$ cat config.mk
export PLATFORM = sky130hd
export DESIGN_NAME = machine_ctrl
export DESIGN_NICKNAME = d
export VERILOG_FILES = /design/src/rtl/machine_ctrl.sv
export SDC_FILE = /design/constraint.sdc
export NUM_CORES = 1
export LEC_CHECK = 0
export CORE_UTILIZATION = 40
export CTS_BUF_LIST = sky130_fd_sc_hd__clkbuf_4
export DETAILED_ROUTE_END_ITERATION = 12
export PLACE_DENSITY = 0.7
export SLEW_MARGIN = 10
export SYNTH_ARGS = -nofsm -noshare
export SYNTH_HDL_FRONTEND = slang
export SYNTH_SLANG_ARGS = --single-unit
$ cat constraint.sdc
create_clock -name clk_i -period 1.6 [get_ports clk_i]
set_input_delay 0.48 -clock clk_i [delete_from_list [all_inputs] [get_ports clk_i]]
set_output_delay 0.48 -clock clk_i [all_outputs]
set_load 0.02 [all_outputs]
$ cat src/rtl/machine_ctrl.sv
// machine_ctrl: 8-step instruction-cycle sequencer for the 8-bit accumulator CPU.
// Define MACHINE_CTRL_INSTR_CNT_EN to add the retired-instruction counter (CNT_W, instr_cnt_o).
module machine_ctrl #(
  parameter int STEPS = 8
`ifdef MACHINE_CTRL_INSTR_CNT_EN
  ,
  parameter int CNT_W = 16
`endif
) (
  input  logic             clk_i,
  input  logic             rst_i,
  input  logic             ena_i,
  input  logic [2:0]       opcode_i,
  input  logic             zero_i,
  input  logic             resume_i,
  output logic             inc_pc_o,
  output logic             load_pc_o,
  output logic             load_acc_o,
  output logic             load_ir_o,
  output logic             rd_o,
  output logic             wr_o,
  output logic             datactl_ena_o,
  output logic             halt_o
`ifdef MACHINE_CTRL_INSTR_CNT_EN
  ,
  output logic [CNT_W-1:0] instr_cnt_o
`endif
);

  localparam logic [2:0] S0 = 3'd0;
  localparam logic [2:0] S1 = 3'd1;
  localparam logic [2:0] S2 = 3'd2;
  localparam logic [2:0] S3 = 3'd3;
  localparam logic [2:0] S4 = 3'd4;
  localparam logic [2:0] S5 = 3'd5;
  localparam logic [2:0] S6 = 3'd6;
  localparam logic [2:0] S7 = 3'd7;
  localparam logic [2:0] LAST_STEP = 3'(STEPS - 1);

  localparam logic [2:0] OP_HLT  = 3'b000;
  localparam logic [2:0] OP_SKZ  = 3'b001;
  localparam logic [2:0] OP_ADD  = 3'b010;
  localparam logic [2:0] OP_ANDD = 3'b011;
  localparam logic [2:0] OP_XORR = 3'b100;
  localparam logic [2:0] OP_LDA  = 3'b101;
  localparam logic [2:0] OP_STO  = 3'b110;
  localparam logic [2:0] OP_JMP  = 3'b111;

  typedef struct packed {
    logic inc_pc;
    logic load_pc;
    logic load_acc;
    logic load_ir;
    logic rd;
    logic wr;
    logic datactl_ena;
  } strobes_t;

  logic [2:0] step_q, step_d;
  logic       halt_q, halt_d;
  strobes_t   strb_q, strb_d, decode;
  logic       alu_mem, skip;

  assign alu_mem = opcode_i inside {OP_ADD, OP_ANDD, OP_XORR, OP_LDA};
  assign skip    = (opcode_i == OP_SKZ) && zero_i;

  // NOTE: every combinational output gets a default first so no path can infer a latch.
  always_comb begin
    decode = '0;
    case (step_q)
      S0: begin
        decode.rd      = 1'b1;
        decode.load_ir = 1'b1;
      end
      S1: begin
        decode.rd      = 1'b1;
        decode.load_ir = 1'b1;
        decode.inc_pc  = 1'b1;
      end
      S2: ;
      S3: decode.inc_pc = 1'b1;
      S4: begin
        decode.rd          = alu_mem;
        decode.load_pc     = (opcode_i == OP_JMP);
        decode.datactl_ena = (opcode_i == OP_STO);
      end
      S5: begin
        decode.rd          = alu_mem;
        decode.load_acc    = alu_mem;
        decode.inc_pc      = skip || (opcode_i == OP_JMP);
        decode.load_pc     = (opcode_i == OP_JMP);
        decode.wr          = (opcode_i == OP_STO);
        decode.datactl_ena = (opcode_i == OP_STO);
      end
      S6: begin
        decode.rd          = alu_mem;
        decode.datactl_ena = (opcode_i == OP_STO);
      end
      S7: decode.inc_pc = skip;
      default: ;
    endcase
  end

  // Halted wins over ena; a pause freezes the step but drops every strobe.
  always_comb begin
    step_d = step_q;
    halt_d = halt_q;
    strb_d = '0;
    if (halt_q) begin
      step_d = S0;
      if (resume_i) halt_d = 1'b0;
    end else if (ena_i) begin
      strb_d = decode;
      step_d = (step_q == LAST_STEP) ? S0 : step_q + 3'd1;
      if (step_q == S3 && opcode_i == OP_HLT) halt_d = 1'b1;
    end
  end

  // NOTE: sequential state uses non-blocking assignments so all registers see pre-edge values.
  always_ff @(posedge clk_i) begin
    if (rst_i) begin
      step_q <= S0;
      halt_q <= 1'b0;
      strb_q <= '0;
    end else begin
      step_q <= step_d;
      halt_q <= halt_d;
      strb_q <= strb_d;
    end
  end

  assign inc_pc_o      = strb_q.inc_pc;
  assign load_pc_o     = strb_q.load_pc;
  assign load_acc_o    = strb_q.load_acc;
  assign load_ir_o     = strb_q.load_ir;
  assign rd_o          = strb_q.rd;
  assign wr_o          = strb_q.wr;
  assign datactl_ena_o = strb_q.datactl_ena;
  assign halt_o        = halt_q;

`ifdef MACHINE_CTRL_INSTR_CNT_EN
  logic [CNT_W-1:0] cnt_q;
  logic             retire;

  // An instruction retires on its last step, or on the S3 edge of HLT.
  assign retire = !halt_q && ena_i &&
                  ((step_q == LAST_STEP) || (step_q == S3 && opcode_i == OP_HLT));

  always_ff @(posedge clk_i) begin
    if (rst_i)       cnt_q <= '0;
    else if (retire) cnt_q <= cnt_q + CNT_W'(1);
  end

  assign instr_cnt_o = cnt_q;
`endif

endmodule

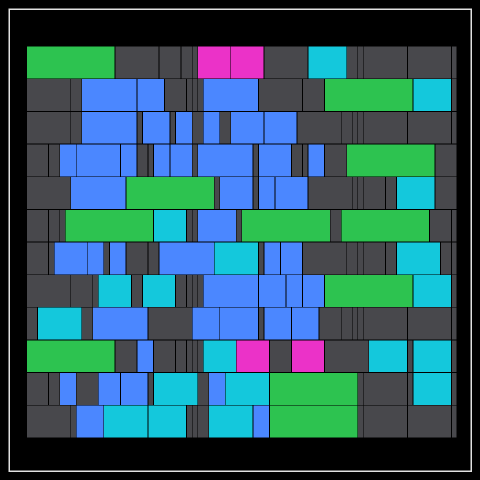
Run 1: placement by cell class
Scale: 12 px per µm. Fill, decap, tap and diode cells in gray.
Key: registers = green [cells 11, share of their area 31%]; remaining logic cells = blue [cells 44, share of their area 42%]; clock drivers and dummy loads = magenta [cells 4, share of their area 4.2%]; remaining buffers and delay cells = cyan [cells 19, share of their area 24%]

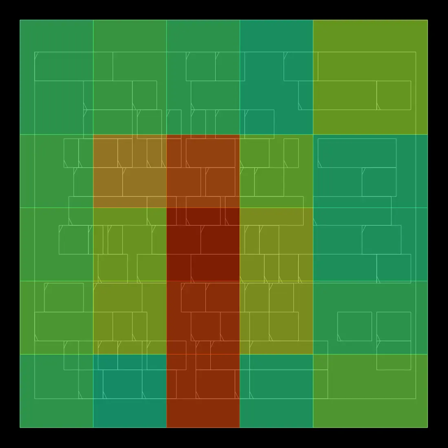
Run 1: routing congestion map
gr busiest metal: met2
Core Util, Final: 0.629
met2 Use GR: 0.364
DR WL/cell: 11.4 µm

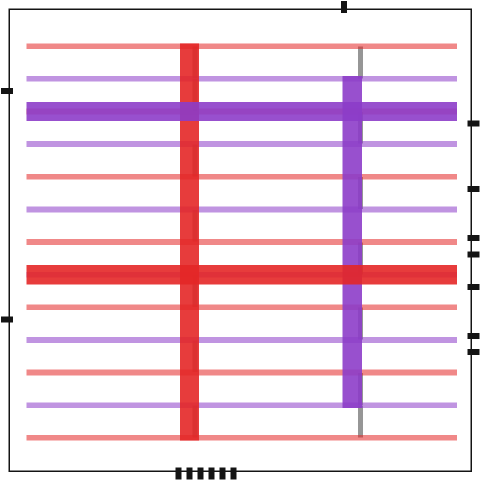
Run 1: PDN straps and rails
Scale: 12 px per µm. Pins as bars on the die edge. Tap cells in gray.
Key: VDD = purple; VSS = red
13 met1 rails follow the rows. 14 tap cells. 16 signal pins sit on the boundary.

==> GITHUB_STEP_SUMMARY, run 1 <==
## PnR job results

| Metric | Value |
|---|---|
| Die height | 38.4 µm |
| Comb. pwr | 101 µW |
| Final Max Tran Viols | 0 |
| Hold path endpoint | step_q[2] |
| End of the worst register-to-register path | halt_o |
| Yosys warns | 0 |
| Hold Violations, Final | 0 |
| Outcome | finished, final reports clean |
| Crit-path max cell delay | 0.37 ns |
| P_clk | 213 µW |
| Sequential share of power | 0.481 |
| DIE AREA | 0.00147 mm² |
| Dominant comb cell | simple AND/OR/NAND/NOR gates |
| Placed cells | 88 |
| Top power group | registers |
| Largest area contributor in the netlist | dfxtp_1 |
| Crit start category | flip-flop |
| XOR/XNOR Area Share | 0.0165 |
| Post-DR vias/cell | 5.05 |
| Clock Skew | 0.00502 ns |
| Metal1 wirelength | 453 µm |
| Relative slew slack | 0.825 |
| RSZ-0062 raised after global routing | false |
| Switching part of the total power | 0.260 |
| Critical path's slowest cell | dfxtp_1 |
| CP cell instances | dlygate4sd2_1 |
| Initial DRC count | 3 |
| Unique masters post-synth | 23 |
| Adder share | 0.142 |
| Log Warnings | 30 |
| Routed length on met2 | 530 µm |
==> run 1: state kept, by name (all words and copies together), names as in the netlist <==
signal and flops:
rd_o 1, halt_o 1, load_ir_o 1, step_q 3
load_pc_o 1, wr_o 1, load_acc_o 1, datactl_ena_o 1
inc_pc_o 1
==> run 1: through the flow <==
stage                     power (µW)  area, µm²  utilization
after global placement           401        717        0.612
after floorplan                  354        529            -
after global routing             643        737        0.629
after CTS                        614        737        0.629
final                            606        737        0.629
after detailed placement         404        717        0.612
==> run 1: cell type report <==
class	instances	area share
tap	14	0.0238
clock buffer	4	0.0407
timing repair buffer	19	0.231
multi-input combinational	41	0.390
inverter	3	0.0153
sequential	11	0.299
==> run 1: timing repair <==
item                       4_1_cts  5_1_grt
hold buffers                     0        0
setup endpoints to repair        8        0
gates resized                    8        0
Run 1, wiring by layer:
Scale: 12 px per µm.
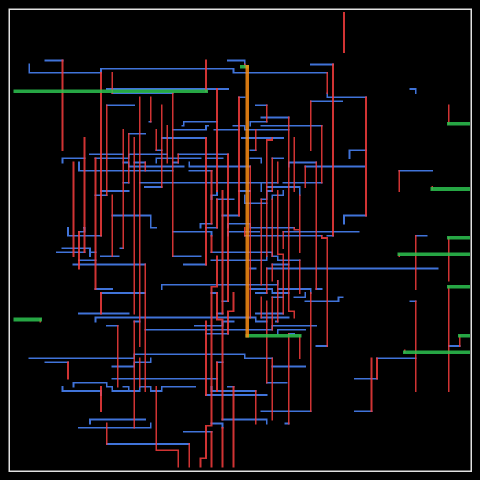

==> run 2, diff against run 1 <==
--- a/config.mk
+++ b/config.mk
@@ -8,6 +8,7 @@
 export CORE_UTILIZATION = 40
 export CTS_BUF_LIST = sky130_fd_sc_hd__clkbuf_4
 export DETAILED_ROUTE_END_ITERATION = 12
+export GPL_TIMING_DRIVEN = 0
 export PLACE_DENSITY = 0.7
 export SLEW_MARGIN = 10
 export SYNTH_ARGS = -nofsm -noshare
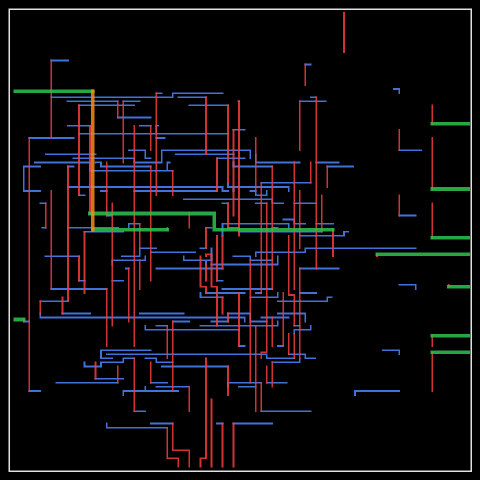
Run 2: wiring by layer
Scale: 12 px per µm.
Key: M4 = orange [wire length 11.6 µm]; M3 = green [wire length 59.1 µm]; M1 = blue [wire length 429 µm]; M2 = red [wire length 414 µm]

==> GITHUB_STEP_SUMMARY, run 2 <==
## PnR job results

| Metric | Value |
|---|---|
| Cell Area, Placed | 687 µm² (was 717 µm²) |
| Adder share | 0.142 (unchanged) |
| Initial DRC count | 6 (was 3) |
| Unique masters post-synth | 23 (unchanged) |
| Max reg flops | 3 (unchanged) |
| Reg area | 220 µm² (unchanged) |
| Crit-path max cell delay | 0.37 ns (about the same) |
| # Taps | 14 (unchanged) |
| Hold Violations, Final | 0 (unchanged) |
| Post_cts resized | 8 (unchanged) |
| Biggest register | step_q (unchanged) |
| CLK BUF | 4 (unchanged) |
| Gr busiest metal | met2 (unchanged) |
| Met2 Use GR | 0.246 (was 0.364) |
| Antenna Nets Post-Route | 0 (unchanged) |
| Clk tree area frac | 0.0425 (was 0.0407) |
| RSZ-0062 raised after global routing | false (unchanged) |
| Critical path's slowest cell | dfxtp_1 (unchanged) |
| Initial antenna violation count | 0 (unchanged) |
| CP cell instances | dlygate4sd2_1 (unchanged) |
| Hold path endpoint | step_q[2] (unchanged) |
| Registers | 11 (unchanged) |
| Gpl congestion | 0.749 (was 0.777) |
| Largest area contributor in the netlist | dfxtp_1 (unchanged) |
| End of the worst register-to-register path | halt_o (unchanged) |
| Log Warnings | 30 (unchanged) |
| Tot Pwr | 586 µW (was 606 µW) |
| Placed cells | 85 (was 88) |
| Logic share of the area | 0.407 (was 0.390) |
| Max clock buf depth | 2 (unchanged) |
| Signal buffers | 16 (was 19) |
| Signal buffers share of area | 0.198 (was 0.231) |
| Outcome | finished, final reports clean (unchanged) |
| Maxcap violations | 0 (unchanged) |
| Top class by area | combinational gates (unchanged) |
| Hold Crit Start | ena_i (was step_q[2]) |
| Clock Skew | 0.00279 ns (was 0.00502 ns) |
| DR WL/cell | 10.3 µm (was 11.4 µm) |
| Dominant comb cell | simple AND/OR/NAND/NOR gates (unchanged) |
| Multi-input gates | 41 (unchanged) |
| CTS Hold Buffers Added | 0 (unchanged) |
| Synth Seq Share | 0.416 (unchanged) |
| Final Max Tran Viols | 0 (unchanged) |
| Inverters | 3 (unchanged) |
| Critical path class | flip-flop to output pin (unchanged) |
| Die height | 38.4 µm (unchanged) |
| Post-DR vias/cell | 4.97 (was 5.05) |
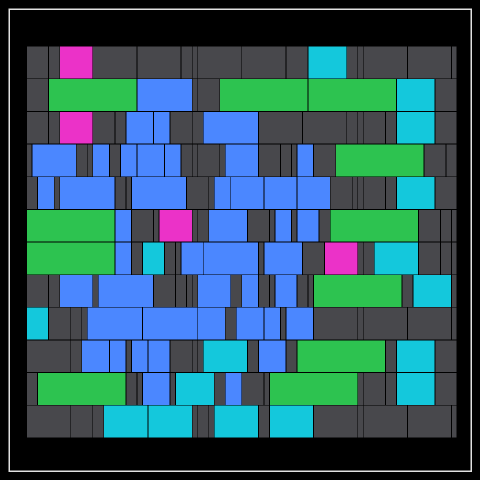
Run 2: placement by cell class
Scale: 12 px per µm. Fill, decap, tap and diode cells in gray.
Row Count: 12
core area: 0.00117 mm²
flop share of the area: 0.312
final non-filler cell area: 707 µm²
Core Util, Final: 0.604

-- run 2: cell types whose count changed in the layout (fill, tap and decap cells not counted), sizes merged --
cell	delta
clkdlybuf4s50	-1
buf	-2
-- run 2: per-stage QoR --
stage | setup WS [ns] | hold slack [ns] | util
after detailed placement | -0.106 | 0.565 | 0.587
after floorplan | 0.407 | 0.512 | -
after global routing | 0.0717 | 0.529 | 0.604
after global placement | -0.108 | 0.554 | 0.587
final | 0.140 | 0.536 | 0.604
after CTS | 0.123 | 0.517 | 0.604
-- run 2: routing by layer --
metal  vias up  wire length, µm
li1        237                -
met3         2               59
met1       191              429
met2        12              413
met5         -                0
met4         0               11
-- run 2: power by group --
group          total (µW)  switching (µW)  internal, µW  leakage, µW
registers             291            6.02           285    0.0000897
clock network         201            87.9           113    0.0000184
logic                93.8            50.4          43.4     0.000212
Power figures rest on the tool's default switching activity, not on a simulated workload.
